Fig. 1: logic cells by family
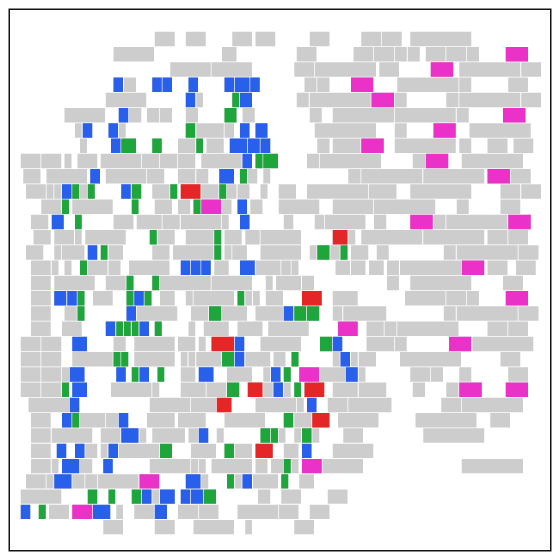
Fig. 2: routing congestion
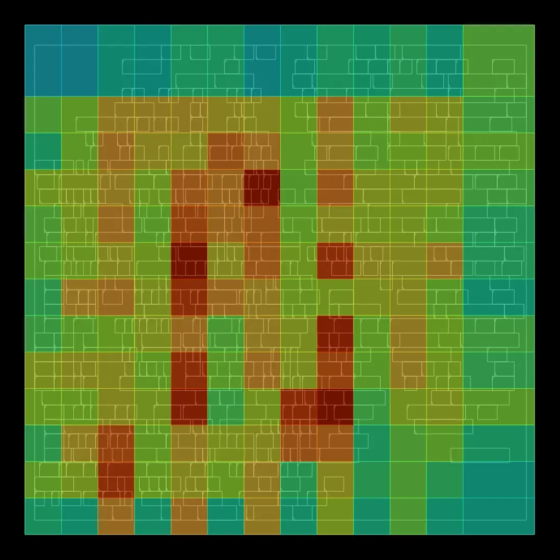
Fig. 3: cells by drive strength
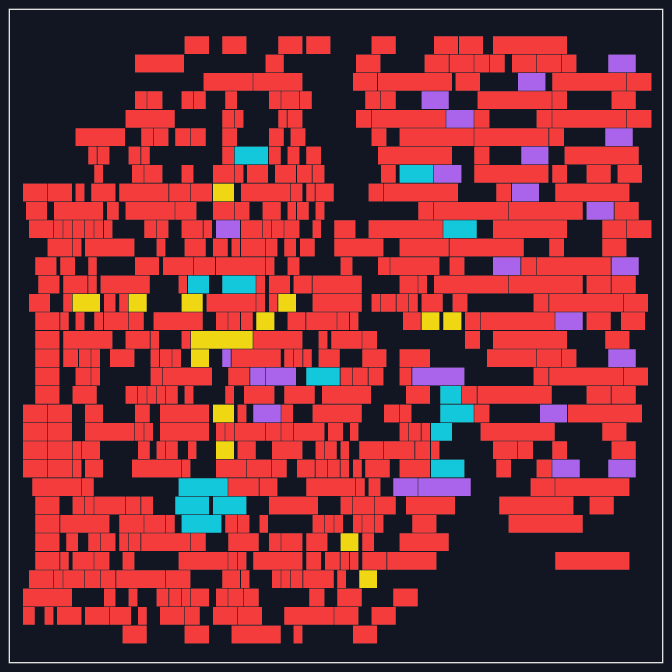
Fig. 4: where the registers sit
The bar under the picture is 20 um long.
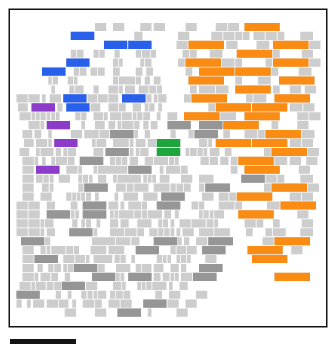
$ cat config.mk
export PLATFORM = sky130hd
export DESIGN_NAME = pe_bus_streamer_flat
export DESIGN_NICKNAME = d
export VERILOG_FILES = /design/src/rtl/pe_bus_streamer_if.sv /design/src/rtl/pe_bus_streamer.sv /design/src/flat_wrapper.sv
export SDC_FILE = /design/constraint.sdc
export NUM_CORES = 1
export LEC_CHECK = 0
export ABC_AREA = 0
export CAP_MARGIN = 5
export CORE_MARGIN = 1.5
export CORE_UTILIZATION = 46
export DETAILED_ROUTE_END_ITERATION = 12
export PLACE_DENSITY = 0.74
export SLEW_MARGIN = 30
export SYNTH_ARGS = -nofsm -noshare
export SYNTH_HDL_FRONTEND = slang
export SYNTH_SLANG_ARGS = --single-unit
$ cat constraint.sdc
create_clock -name clk -period 4.8 [get_ports clk]
set_input_delay 1.2 -clock clk [delete_from_list [all_inputs] [get_ports clk]]
set_output_delay 1.2 -clock clk [all_outputs]
set_load 0.05 [all_outputs]
$ cat src/rtl/pe_bus_streamer_if.sv
// Command, SRAM read port and PE broadcast bus of the streamer.
// master = streamer side, slave = environment (command source, SRAM, PEs).
interface pe_bus_streamer_if #(
  parameter int DATA_WIDTH = 16,
  parameter int ADDR_WIDTH = 8,
  parameter int LEN_WIDTH  = 8,
  parameter int NUM_CH     = 4
);
  logic                  cmd_valid;
  logic                  cmd_ready;
  logic [ADDR_WIDTH-1:0] cmd_addr;
  logic [LEN_WIDTH-1:0]  cmd_len;
  logic [NUM_CH-1:0]     cmd_mask;
  logic                  abort;
  logic                  mem_rd_en;
  logic [ADDR_WIDTH-1:0] mem_rd_addr;
  logic [DATA_WIDTH-1:0] mem_rd_data;
  logic [NUM_CH-1:0]     pe_ready;
  logic [DATA_WIDTH-1:0] out_data;
  logic [NUM_CH-1:0]     out_en;
  logic                  busy;
  logic                  done;
  logic [LEN_WIDTH-1:0]  sent_cnt;

  modport master (
    input  cmd_valid, cmd_addr, cmd_len, cmd_mask, abort, mem_rd_data, pe_ready,
    output cmd_ready, mem_rd_en, mem_rd_addr, out_data, out_en, busy, done, sent_cnt
  );

  modport slave (
    output cmd_valid, cmd_addr, cmd_len, cmd_mask, abort, mem_rd_data, pe_ready,
    input  cmd_ready, mem_rd_en, mem_rd_addr, out_data, out_en, busy, done, sent_cnt
  );
endinterface

$ cat src/rtl/pe_bus_streamer.sv
// Reads a block of words from a 1-cycle-latency SRAM and streams it over a shared
// bus to one or more PEs through a small skid buffer.
//
// Handshakes: a command transfers on a clock edge where cmd_valid && cmd_ready.
// A bus beat transfers on an edge where out_en[i] is high; out_en is only raised
// when every selected PE is ready, so a beat is never partially delivered.
module pe_bus_streamer #(
  parameter int DATA_WIDTH = 16,
  parameter int ADDR_WIDTH = 8,
  parameter int LEN_WIDTH  = 8,
  parameter int NUM_CH     = 4,
  parameter int BUF_DEPTH  = 2
) (
  input  logic                   clk,
  input  logic                   rst,
  pe_bus_streamer_if.master      bus,
  output logic [1:0]             state_dbg
);
  typedef enum logic [1:0] {IDLE = 2'd0, RUN = 2'd1, DRAIN = 2'd2} state_t;

  localparam int CW = $clog2(BUF_DEPTH + 1);
  localparam int PW = (BUF_DEPTH > 1) ? $clog2(BUF_DEPTH) : 1;

  state_t                state, state_nxt;
  logic [ADDR_WIDTH-1:0] rd_addr;
  logic [LEN_WIDTH-1:0]  len_q, issued, sent;
  logic [NUM_CH-1:0]     mask_q;
  logic [DATA_WIDTH-1:0] buf_mem [BUF_DEPTH];
  logic [PW-1:0]         wr_ptr, rd_ptr;
  logic [CW-1:0]         count;
  logic                  inflight;
  logic                  done_q;

  logic                  active, all_rdy, pop, push, issue, last_pop, end_cmd, zero_cmd;
  logic [CW:0]           occ;

  function automatic logic [PW-1:0] ptr_inc(input logic [PW-1:0] p);
    return (p == PW'(BUF_DEPTH - 1)) ? '0 : p + PW'(1);
  endfunction

  assign active   = (state != IDLE);
  assign all_rdy  = &(bus.pe_ready | ~mask_q);
  assign pop      = active && (count != '0) && all_rdy;
  assign push     = active && inflight;
  // Occupancy the buffer will have once the in-flight word lands and this cycle's pop leaves.
  assign occ      = {1'b0, count} + (CW+1)'(inflight) - (CW+1)'(pop);
  assign issue    = (state == RUN) && !bus.abort && (issued < len_q) &&
                    (occ < (CW+1)'(BUF_DEPTH));
  assign last_pop = pop && ((sent + LEN_WIDTH'(1)) == len_q);
  assign end_cmd  = active && (bus.abort || last_pop);
  assign zero_cmd = (bus.cmd_len == '0) || (bus.cmd_mask == '0);

  always_comb begin
    state_nxt     = state;
    bus.cmd_ready = 1'b0;
    bus.busy      = 1'b0;
    case (state)
      IDLE: begin
        bus.cmd_ready = 1'b1;
        if (bus.cmd_valid && !zero_cmd) state_nxt = RUN;
      end
      RUN: begin
        bus.busy = 1'b1;
        if (end_cmd)               state_nxt = IDLE;
        else if (issued == len_q)  state_nxt = DRAIN;
      end
      DRAIN: begin
        bus.busy = 1'b1;
        if (end_cmd) state_nxt = IDLE;
      end
      default: state_nxt = IDLE;
    endcase
  end

  always_ff @(posedge clk) begin
    if (rst) begin
      state    <= IDLE;
      rd_addr  <= '0;
      len_q    <= '0;
      mask_q   <= '0;
      issued   <= '0;
      sent     <= '0;
      wr_ptr   <= '0;
      rd_ptr   <= '0;
      count    <= '0;
      inflight <= 1'b0;
      done_q   <= 1'b0;
      for (int i = 0; i < BUF_DEPTH; i++) buf_mem[i] <= '0;
    end else begin
      state    <= state_nxt;
      done_q   <= 1'b0;
      inflight <= issue;
      if (state == IDLE && bus.cmd_valid) begin
        rd_addr <= bus.cmd_addr;
        len_q   <= bus.cmd_len;
        mask_q  <= bus.cmd_mask;
        issued  <= '0;
        sent    <= '0;
        if (zero_cmd) done_q <= 1'b1;
      end
      if (issue) begin
        rd_addr <= rd_addr + ADDR_WIDTH'(1);
        issued  <= issued + LEN_WIDTH'(1);
      end
      if (push) begin
        buf_mem[wr_ptr] <= bus.mem_rd_data;
        wr_ptr          <= ptr_inc(wr_ptr);
      end
      if (pop) begin
        rd_ptr <= ptr_inc(rd_ptr);
        sent   <= sent + LEN_WIDTH'(1);
      end
      count <= count + CW'(push) - CW'(pop);
      // Abort (or natural end) discards anything buffered and the read still in flight.
      if (end_cmd) begin
        done_q   <= 1'b1;
        count    <= '0;
        wr_ptr   <= '0;
        rd_ptr   <= '0;
        inflight <= 1'b0;
      end
    end
  end

  assign bus.mem_rd_en   = issue;
  assign bus.mem_rd_addr = rd_addr;
  assign bus.out_data    = buf_mem[rd_ptr];
  assign bus.out_en      = {NUM_CH{pop}} & mask_q;
  assign bus.done        = done_q;
  assign bus.sent_cnt    = sent;
  assign state_dbg       = state;
endmodule

$ cat src/flat_wrapper.sv
// flat-port wrapper written by rule: the top's interface ports become plain ports
module pe_bus_streamer_flat 
#(
  parameter int DATA_WIDTH = 16,
  parameter int ADDR_WIDTH = 8,
  parameter int LEN_WIDTH  = 8,
  parameter int NUM_CH     = 4,
  parameter int BUF_DEPTH  = 2
)
  (clk, rst, state_dbg, bus_cmd_valid, bus_cmd_addr, bus_cmd_len, bus_cmd_mask, bus_abort, bus_mem_rd_data, bus_pe_ready, bus_cmd_ready, bus_mem_rd_en, bus_mem_rd_addr, bus_out_data, bus_out_en, bus_busy, bus_done, bus_sent_cnt);
  pe_bus_streamer_if #(.DATA_WIDTH(DATA_WIDTH), .ADDR_WIDTH(ADDR_WIDTH), .LEN_WIDTH(LEN_WIDTH), .NUM_CH(NUM_CH)) bus_i ();
  input  logic clk;
  input  logic rst;
  output logic [1:0] state_dbg;
  input wire logic [$bits(bus_i.cmd_valid)-1:0] bus_cmd_valid;
  input wire logic [$bits(bus_i.cmd_addr)-1:0] bus_cmd_addr;
  input wire logic [$bits(bus_i.cmd_len)-1:0] bus_cmd_len;
  input wire logic [$bits(bus_i.cmd_mask)-1:0] bus_cmd_mask;
  input wire logic [$bits(bus_i.abort)-1:0] bus_abort;
  input wire logic [$bits(bus_i.mem_rd_data)-1:0] bus_mem_rd_data;
  input wire logic [$bits(bus_i.pe_ready)-1:0] bus_pe_ready;
  output wire logic [$bits(bus_i.cmd_ready)-1:0] bus_cmd_ready;
  output wire logic [$bits(bus_i.mem_rd_en)-1:0] bus_mem_rd_en;
  output wire logic [$bits(bus_i.mem_rd_addr)-1:0] bus_mem_rd_addr;
  output wire logic [$bits(bus_i.out_data)-1:0] bus_out_data;
  output wire logic [$bits(bus_i.out_en)-1:0] bus_out_en;
  output wire logic [$bits(bus_i.busy)-1:0] bus_busy;
  output wire logic [$bits(bus_i.done)-1:0] bus_done;
  output wire logic [$bits(bus_i.sent_cnt)-1:0] bus_sent_cnt;
  assign bus_i.cmd_valid = bus_cmd_valid;
  assign bus_i.cmd_addr = bus_cmd_addr;
  assign bus_i.cmd_len = bus_cmd_len;
  assign bus_i.cmd_mask = bus_cmd_mask;
  assign bus_i.abort = bus_abort;
  assign bus_i.mem_rd_data = bus_mem_rd_data;
  assign bus_i.pe_ready = bus_pe_ready;
  assign bus_cmd_ready = bus_i.cmd_ready;
  assign bus_mem_rd_en = bus_i.mem_rd_en;
  assign bus_mem_rd_addr = bus_i.mem_rd_addr;
  assign bus_out_data = bus_i.out_data;
  assign bus_out_en = bus_i.out_en;
  assign bus_busy = bus_i.busy;
  assign bus_done = bus_i.done;
  assign bus_sent_cnt = bus_i.sent_cnt;
  pe_bus_streamer #(.DATA_WIDTH(DATA_WIDTH), .ADDR_WIDTH(ADDR_WIDTH), .LEN_WIDTH(LEN_WIDTH), .NUM_CH(NUM_CH), .BUF_DEPTH(BUF_DEPTH)) u_core (.clk(clk), .rst(rst), .bus(bus_i), .state_dbg(state_dbg));
endmodule
==> reports/metrics.yaml <==
worst_skew_pair.late_latency_ns: 0.35
num-fill-cells: 703
clock_tree_buffer_depth: 2
async_reset_ff_share_pct: 0
logic_family: "simple AND/OR/NAND/NOR gates"
floorplan.rows: 33
wl_per_cell_um: 14.7
synthCells: 426
final-setup-viol-count: 0
slew_viol_final: 0
initial_antenna_violation_count: 0
globalRoute.totalOverflow: 0
critical_path.endpoint_type: "output port"
clock_period_minus_worst_slack_ns: 4.68
ys_cells: 426
vias: 3318
reg2reg_slack_ns: 0.87
multiInputGateArea_um2: 1980
timing.rr.end: "u_core.issued[5]"
cts-buffers-inserted: 9
regMostFlops: "u_core.buf_mem"
power.internal_mw: 1.08
irDropWorstVdd_mv: 0.233
dp_cells: 603
critical_path.startpoint: "bus_pe_ready[1]"
remaining_drc_errors: 0
crit_type: "in2out"
cts.clk_slew.worst_paths_ns: 0.08
drt-initial-drc-count: 187
timing.fmax_mhz: 214
worst-endpoint-required_ns: 3.60
power.density_cell_area_nw_per_um2: 318
enable_flop_cells: 32
final_layout_size_suffix_gt1_share_pct: 10.1
flip_flop_count_of_the_largest_register_after_layout: 32
clock_tree.root_cell: "clkbuf_8"
die_area_um2: 9270
synth_cell_types: 44
worst_slew_pin_slew_ns: 0.911
simple_gate_area_share_pct: 20.9
synth-seq-area-share_pct: 46.5
worstReg2RegStart: "u_core.state_dbg[0]"
drt_pass1_iterations: 4
hp-class: "reg2reg"
rsz0062_at_grt: "no"
critical_path.max_stage_delay_ns: 0.53
power_mw: 1.65
top_power_group: "sequential cells"
data_arrival_time_of_the_critical_path_ns: 3.48
top_cell_area_share_pct: 24.0
fin_crit_share_pct: 97.6
synth_nets: 488
lay_top_cells: "clkdlybuf4s50_1, nand2_1, dfxtp_1, a21oi_1, and2_1"
yosysTopAreaCell: "edfxtp_1"
drv_cap: 0
p_switching_mw: 0.564
tritoncts: "built"
p_seq_share_pct: 45.6
yosys.stat.chipArea_um2: 4000
pwr-share-clk_pct: 28.6
ant_nets: 0
hold_viol: 0
netlist_top_cells_area: "edfxtp_1, dfxtp_1, and2_1"
dominantRegCellSynth: "dfxtp_1"
place.port_buffers: 85
timing.slew.headroom_pct: 39.1
xor_share_pct: 3.50
fin_nets: 572
maximum_number_of_pins_on_one_net_before_global_route_repair: 25
clock-skew-final_ns: 0.0148
synth_adder_area_share_pct: 5.81
avgSynthCellArea_um2: 9.40
drt-vias-per-instance: 5.35
timing.reg2reg.worst_path_depth: 17
clockNetworkPower_mw: 0.472
yosysWarningCount: 0
crit_fanout: 2
clock_tree.htree_level_count: 3
post_cts_resize_count: 11
worstSetupEndpoint: "bus_mem_rd_en"
clock_sinks: 77
p_sw_share_pct: 34.2
wirelength_mm: 9.12
cts_hold_buf: 0
hpwl_mm: 6.46
ys_seq_elements: 77
pwr.group.combinational_mw: 0.425
worst_path_cell_chain: "dlygate4sd2_1 -> o22ai_1 -> or3_4 -> clkinv_4 -> ha_4 -> inv_2 -> nand2_2 -> fa_1 -> nand2_1 -> nor4_2 -> o221a_2 -> buf_12"
synth.cell_area_um2: 4000
post_synth_mux_area_share_pct: 6.00
fp.dieH_um: 96.3
place.gp.congestion: 0.821
grt_pass1_wl_mm: 14.8
result_of_the_run: "complete, no violations"
post-cts-setup-buffers: 1
initCoreUtil_pct: 48.0
startpoint_type: "input port"
p_leak_nw: 1.99
first_global_vias: 3245
track_usage_pct: 20.8
ioPinCount: 86
antenna-diode-count: 0
die_w_um: 96.3
critPathSlowestCell: "fa_1"
combinationalPowerShare_pct: 25.8
core_area_um2: 8340
aoi_share_pct: 12.4
tool_warnings: 29
Notes on Fig. 1 above:
Key: blue = inverting AOI/OAI gates [cells 73]; magenta = multiplexers [cells 22]; green = NAND gates [cells 65]; red = AND-OR and OR-AND gates [cells 9]
number of non-filler instances in the completed layout: 620
logic share of the area: 38.1%
Commonest Layout Cell: clkdlybuf4s50_1

Notes on Fig. 2 above:
met3 layer usage reported by global route: 4.66%
M1 GR Usage: 26.0%
Global Route met2 Usage: 34.1%

Notes on Fig. 3 above:
Key: purple = drive 2 [cells 24, share 4.7%]; cyan = drive 6 and up [cells 14, share 2.7%]; yellow = drive 3 to 4 [cells 14, share 2.7%]; red = drive 1 or less [cells 463, share 90%]
number of signal-net buffers in the layout: 93
synth-to-layout area growth: 29.6%

Notes on Fig. 4 above:
Key: blue = u_core.bus.sent_cnt [placed flops 8, where upper left]; green = u_core.count [placed flops 2]; orange = u_core.buf_mem [placed flops 32]; purple = u_core.mask_q [placed flops 4, where middle left]
power attributed to sequential cells: 0.752 mW
Register Area: 1860 um2
Post-Route Utilization: 62.2%
sequential cell area share: 35.9%

[stage by stage]
stage | setup TNS, ns | worst slack [ns] | hold slack [ns] | cell area [um2]
global placement | -0.147 | -0.147 | 0.444 | 4960
global route | 0 | 0.0295 | 0.482 | 5190
finish | 0 | 0.118 | 0.458 | 5190
detailed placement | -0.188 | -0.188 | 0.448 | 4960
floorplan | 0 | 0.0502 | 0.436 | 4010
CTS | 0 | 0.101 | 0.459 | 5190
[per-layer routing]
metal	GRT usage, %	wire length [um]	up-vias
li1	-	-	1662
met1	26.0	4250	1550
met4	9.42	160	0
met5	0	0	-
met2	34.1	4190	93
met3	4.66	508	13
[critical path: cells and delay by family]
family	cells	cell delay, ns
buffers and inverters	4	0.47
AOI/OAI and AO/OA	2	0.34
and+or+nand+nor	4	0.76
adders and majority gates	2	0.72
[worst min path at each step]
stage	startpoint	end	slack, ns	depth (start not counted)
2_1_floorplan	u_core.len_q[2]	u_core.len_q[2]	0.44	2
3_3_place_gp	u_core.len_q[2]	u_core.len_q[2]	0.44	2
3_5_place_dp	u_core.len_q[2]	u_core.len_q[2]	0.45	2
4_1_cts	u_core.len_q[2]	u_core.len_q[2]	0.46	2
5_1_grt	u_core.mask_q[2]	u_core.mask_q[2]	0.48	2
6_report	u_core.len_q[2]	u_core.len_q[2]	0.46	2
[cell usage after synthesis, types with 12 or more instances]
master    instances
xnor2_1          12
and2_1           36
o21ai_0          13
a21oi_1          38
clkbuf_1         15
nand2_1          45
ha_1             17
nor2_1           24
inv_1            27
dfxtp_1          45
mux2_2           16
edfxtp_1         32
[cell type report]
cell class	count	share of cell area, %
Tap cell	105	2.53
Clock inverter	7	1.30
Sequential cell	77	35.9
Timing Repair Buffer	93	17.7
Clock buffer	9	2.39
Inverter	28	2.12
Multi-Input combinational cell	301	38.1
Power and IR drop assume default switching activity.
